[config.mk]
export PLATFORM = sky130hd
export DESIGN_NAME = control_unit
export DESIGN_NICKNAME = d
export VERILOG_FILES = /design/src/rtl/cpu_pkg.sv /design/src/rtl/program_counter.sv /design/src/rtl/control_unit.sv
export SDC_FILE = /design/constraint.sdc
export NUM_CORES = 1
export LEC_CHECK = 0
export CAP_MARGIN = 30
export CORE_AREA = 5 5 67 69
export CTS_CLUSTER_DIAMETER = 150
export DETAILED_ROUTE_END_ITERATION = 10
export DIE_AREA = 0 0 72 74
export PLACE_DENSITY_LB_ADDON = 0.05
export SLEW_MARGIN = 15
export SYNTH_ARGS = -nofsm -noshare
export SYNTH_HDL_FRONTEND = slang
export SYNTH_SLANG_ARGS = --single-unit
[constraint.sdc]
create_clock -name clock_in -period 2.8 [get_ports clock_in]
set_clock_uncertainty 0.05 [all_clocks]
set_input_delay 0.7 -clock clock_in [delete_from_list [all_inputs] [get_ports clock_in]]
set_output_delay 0.7 -clock clock_in [all_outputs]
set_load 0.005 [all_outputs]
[src/rtl/cpu_pkg.sv]
// Shared definitions for the 16-bit accumulator processor control path:
// opcode and FSM state encodings, datapath select codes and decode helpers.
package cpu_pkg;

  // 5-bit opcode map. Unlisted encodings decode as NOP.
  typedef enum logic [4:0] {
    OP_HLT  = 5'b00000,
    OP_STO  = 5'b00001,
    OP_LD   = 5'b00010,
    OP_LDI  = 5'b00011,
    OP_ADD  = 5'b00100,
    OP_ADDI = 5'b00101,
    OP_SUB  = 5'b00110,
    OP_SUBI = 5'b00111,
    OP_BEQ  = 5'b01000,
    OP_BNE  = 5'b01001,
    OP_BGT  = 5'b01010,
    OP_BGE  = 5'b01011,
    OP_BLT  = 5'b01100,
    OP_BLE  = 5'b01101,
    OP_JMP  = 5'b01110
  } opcode_t;

  // Control FSM states. PAUSE is reachable only in the single-step build.
  typedef enum logic [2:0] {
    FETCH = 3'd0,
    LATCH = 3'd1,
    MEM   = 3'd2,
    EXEC  = 3'd3,
    HALT  = 3'd4,
    PAUSE = 3'd5
  } cu_state_t;

  // Accumulator source select codes.
  localparam logic [1:0] SEL_A_MEM = 2'b00;
  localparam logic [1:0] SEL_A_EXT = 2'b01;
  localparam logic [1:0] SEL_A_ALU = 2'b10;

  // ALU operation codes.
  localparam logic ALU_ADD = 1'b0;
  localparam logic ALU_SUB = 1'b1;

  // Instructions that need a data-memory read cycle before execution.
  function automatic logic needs_mem_read(input opcode_t op);
    return (op == OP_LD) || (op == OP_ADD) || (op == OP_SUB);
  endfunction

  // Branch resolution from the datapath status flags.
  function automatic logic branch_taken(input opcode_t op, input logic z, input logic n);
    logic taken;
    case (op)
      OP_BEQ:  taken = z;
      OP_BNE:  taken = !z;
      OP_BGT:  taken = !z && !n;
      OP_BGE:  taken = !n;
      OP_BLT:  taken = n;
      OP_BLE:  taken = n || z;
      OP_JMP:  taken = 1'b1;
      default: taken = 1'b0;
    endcase
    return taken;
  endfunction

endpackage : cpu_pkg

[src/rtl/program_counter.sv]
// Program counter: synchronous active-high reset, parallel load for taken
// branches/jumps, and increment that wraps modulo 2^OPERAND_WIDTH.
module program_counter #(
  parameter int OPERAND_WIDTH = 11
) (
  input  logic                     clk,
  input  logic                     reset,
  input  logic                     load,
  input  logic                     inc,
  input  logic [OPERAND_WIDTH-1:0] load_value,
  output logic [OPERAND_WIDTH-1:0] pc
);

  // PC register; load wins over increment, reset wins over both.
  always_ff @(posedge clk) begin
    // NOTE: sequential state uses non-blocking assignments so every register
    // samples pre-edge values, independent of block ordering.
    if (reset) begin
      pc <= '0;
    end else if (load) begin
      pc <= load_value;
    end else if (inc) begin
      pc <= pc + OPERAND_WIDTH'(1);
    end
  end

endmodule : program_counter

[src/rtl/control_unit.sv]
// Multi-cycle control unit for the 16-bit accumulator processor.
// Fetches into IR through a synchronous program memory, decodes the opcode
// and drives datapath selects/strobes for exactly one EXEC cycle.
// Optional build macro CONTROL_UNIT_STEP_EN adds a step_in port and a PAUSE
// state entered after every EXEC, released by a step_in pulse.
module control_unit
  import cpu_pkg::*;
#(
  parameter int DATA_WIDTH    = 16,
  parameter int OPERAND_WIDTH = 11,
  parameter int OPCODE_WIDTH  = 5
) (
  input  logic                     clock_in,
  input  logic                     reset_in,
`ifdef CONTROL_UNIT_STEP_EN
  input  logic                     step_in,
`endif
  input  logic [DATA_WIDTH-1:0]    instruction_in,
  input  logic                     status_Z_in,
  input  logic                     status_N_in,
  output logic [OPERAND_WIDTH-1:0] program_address_out,
  output logic [OPERAND_WIDTH-1:0] operand_out,
  output logic [1:0]               sel_A_out,
  output logic                     sel_B_out,
  output logic                     alu_op_out,
  output logic                     acc_wr_out,
  output logic                     status_wr_out,
  output logic                     acc_reset_out,
  output logic                     status_reset_out,
  output logic                     data_memory_wr_out,
  output logic                     halted_out
);

  if (DATA_WIDTH != OPCODE_WIDTH + OPERAND_WIDTH) begin : g_width_check
    $error("control_unit: DATA_WIDTH must equal OPCODE_WIDTH + OPERAND_WIDTH");
  end

  cu_state_t                state;
  cu_state_t                next_state;
  logic [DATA_WIDTH-1:0]    ir;
  logic [OPERAND_WIDTH-1:0] pc;
  logic                     pc_load;
  logic                     pc_inc;
  opcode_t                  fetched_op;
  opcode_t                  exec_op;

  assign fetched_op = opcode_t'(instruction_in[DATA_WIDTH-1 -: OPCODE_WIDTH]);
  assign exec_op    = opcode_t'(ir[DATA_WIDTH-1 -: OPCODE_WIDTH]);

  program_counter #(
    .OPERAND_WIDTH(OPERAND_WIDTH)
  ) u_program_counter (
    .clk        (clock_in),
    .reset      (reset_in),
    .load       (pc_load),
    .inc        (pc_inc),
    .load_value (ir[OPERAND_WIDTH-1:0]),
    .pc         (pc)
  );

  // State register and instruction register; IR captures memory data in LATCH.
  always_ff @(posedge clock_in) begin
    if (reset_in) begin
      state <= FETCH;
      ir    <= '0;
    end else begin
      state <= next_state;
      if (state == LATCH) begin
        ir <= instruction_in;
      end
    end
  end

  // Next-state logic, EXEC-cycle decode and PC control; all zero during reset.
  always_comb begin
    // NOTE: every signal gets a default before the case so no path leaves
    // one unassigned, which would otherwise infer a latch.
    next_state         = state;
    sel_A_out          = SEL_A_MEM;
    sel_B_out          = 1'b0;
    alu_op_out         = ALU_ADD;
    acc_wr_out         = 1'b0;
    status_wr_out      = 1'b0;
    data_memory_wr_out = 1'b0;
    pc_load            = 1'b0;
    pc_inc             = 1'b0;

    if (!reset_in) begin
      case (state)
        FETCH: next_state = LATCH;

        LATCH: begin
          if (fetched_op == OP_HLT) begin
            next_state = HALT;
          end else if (needs_mem_read(fetched_op)) begin
            next_state = MEM;
          end else begin
            next_state = EXEC;
          end
        end

        MEM: next_state = EXEC;

        EXEC: begin
`ifdef CONTROL_UNIT_STEP_EN
          next_state = PAUSE;
`else
          next_state = FETCH;
`endif
          case (exec_op)
            OP_STO: data_memory_wr_out = 1'b1;
            OP_LD: begin
              sel_A_out  = SEL_A_MEM;
              acc_wr_out = 1'b1;
            end
            OP_LDI: begin
              sel_A_out  = SEL_A_EXT;
              acc_wr_out = 1'b1;
            end
            OP_ADD, OP_ADDI, OP_SUB, OP_SUBI: begin
              sel_A_out     = SEL_A_ALU;
              sel_B_out     = (exec_op == OP_ADDI) || (exec_op == OP_SUBI);
              alu_op_out    = ((exec_op == OP_SUB) || (exec_op == OP_SUBI)) ? ALU_SUB : ALU_ADD;
              acc_wr_out    = 1'b1;
              status_wr_out = 1'b1;
            end
            default: ;
          endcase
          pc_load = branch_taken(exec_op, status_Z_in, status_N_in);
          pc_inc  = !pc_load;
        end

        HALT: next_state = HALT;

`ifdef CONTROL_UNIT_STEP_EN
        PAUSE: begin
          if (step_in) begin
            next_state = FETCH;
          end
        end
`endif

        default: next_state = FETCH;
      endcase
    end
  end

  // Address/status outputs, forced to zero while reset is held.
  assign program_address_out = reset_in ? '0 : pc;
  assign operand_out         = reset_in ? '0 : ir[OPERAND_WIDTH-1:0];
  assign halted_out          = !reset_in && (state == HALT);
  assign acc_reset_out       = reset_in;
  assign status_reset_out    = reset_in;

endmodule : control_unit

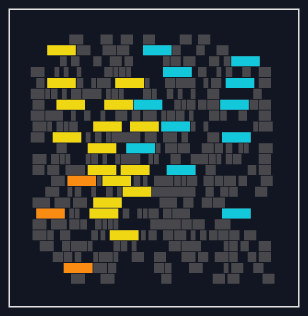
**Above:** sequential cells grouped by signal name.
Drawn at 4 px/um. Other cells in gray.
| netlist name | color | placed flops |
|---|---|---|
| ir | yellow | 16 |
| state | orange | 3 |
| u_program_counter.pc | cyan | 11 |

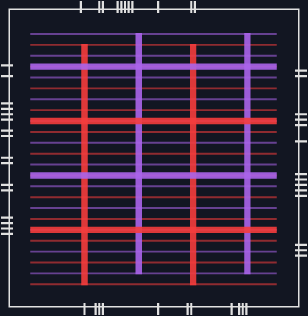
**Above:** PDN straps and rails.
Drawn at 4 px/um. Pins as bars on the die edge.
| net | color |
|---|---|
| VDD | purple |
| VSS | red |
met5 straps: 4
rows: 23
signal pins: 52
met1 rails: 24
met4 straps: 4
die height: 74 um
Max VDD drop: 431 uV

==> run summary <==
utilization after layout - 0.618
tap cells - 50
Post-Route M1 WL - 2.06 mm
Max Transition Viols Final - 0
Internal Power - 801 uW
count of antenna-violating nets left after detailed routing - 0
number of flops mapped to enable cells by yosys - 0
initial antenna violation count - 0
Chip Area, Yosys - 1700 um2
Site Rows - 23
Num Clock Sinks - 30
Post-Syn Area - 1700 um2
Hold Path Sink - ir[0]
main flop type - dfxtp_1
slack of the critical path - 0.303 ns
CTS H-tree depth - 2
WP buf/inv - 4
Seq share, synth - 0.354
met3 WL post-DR - 247 um
Worst EP required - 2.05 ns
met3 Use GR - 0.0338
Top power group - sequential cells
Netlist cell types - 48
FFs & Latches - 30
dominant class by area - logic gates
RSZ-0062 raised after global routing - false
Startpoint Class - input port
ys cells - 217
root buffer cell - clkbuf_8
setup TNS - 0 ns
crit path kind - input port to output port
Comb pwr share - 0.154
DR vias - 1665
number of global-route vias before repair - 1528
Yosys warning count - 0
commonest cells in the netlist - nand2_1, dfxtp_1, nor2b_1, a21oi_1, nor2_1
Die X - 72 um
Max Used Layer - met4
post-place setup slack - -0.260 ns
post-CTS setup buffers - 3
Top Registers - ir: 16 flops, u_program_counter.pc: 11 flops, state: 3 flops
Reg with most FFs - ir
relative slew slack - 0.633
Synth flops - 30
startpoint of the worst-slack reg-to-reg timing path - ir[11]
Critical Path Start - reset_in
Global Route met2 Usage - 0.255
post-route cell area - 2380 um2
number of diodes - 0
CTS hold repair buffers - 0
sw frac - 0.249
status - finished, final reports clean
first-pass GRT wire length - 6.91 mm
Max Cap Viol - 0
syn nets - 238
Period minus WS final - 2.50 ns
simple share - 0.309
synthesized area per cell - 7.82 um2
R2R depth - 5
max FFs per register - 16
pwr/cell area - 447 nW/um2
dpl hpwl - 3.09 mm
logic share of the area - 0.414
most numerous logic cells after layout - nand2_1, dfxtp_1, dlygate4sd2_1
CP cell instances - dlymetal6s2s_1 > buf_6 > buf_4 > nor2b_1 > clkdlybuf4s50_1
Synth mux share - 0.0184
Die Size - 5330 um2
placed inst area - 2260 um2
r2r setup slk - 0.84 ns
Late-Pin Clk Latency - 0.28 ns
hold path startpoint - ir[0]
GRT Max-Usage Layer - met2
Global Route Usage Sum - 0.165
Clock-cell share - 0.0446
tally of OpenROAD warnings - 26
Largest logic family - simple AND/OR/NAND/NOR gates
Reg clk slew, reported paths - 0.06 ns
number of buffers created by CTS - 5
static leakage power - 0.00104 uW
Max Fclk - 400 MHz
worst reg2reg path endpoint - u_program_counter.pc[9]
Critical Path Sink Type - output port
DRT iter0 DRCs - 69
Final non-clock buffer share - 0.254
hold crit path type - flip-flop to flip-flop
slowest stage cell, crit path - clkdlybuf4s50_1
Critical Path Sink - operand_out[7]
stages on the worst setup path - 5
final setup vio count - 0
Cells after Synth - 217
Reg area - 601 um2
worst slew pin tran - 0.549 ns
vias per cell - 5.14
Met2 Routed Length - 1.85 mm
met1 Resource Use GR - 0.229
CTS tree - done
fraction of the mapped netlist area in adder cells - 0.00737
Detailed Routing Iterations Pass 1 - 4
worst hold path depth - 2
Power is estimated from default activity; no workload was simulated.
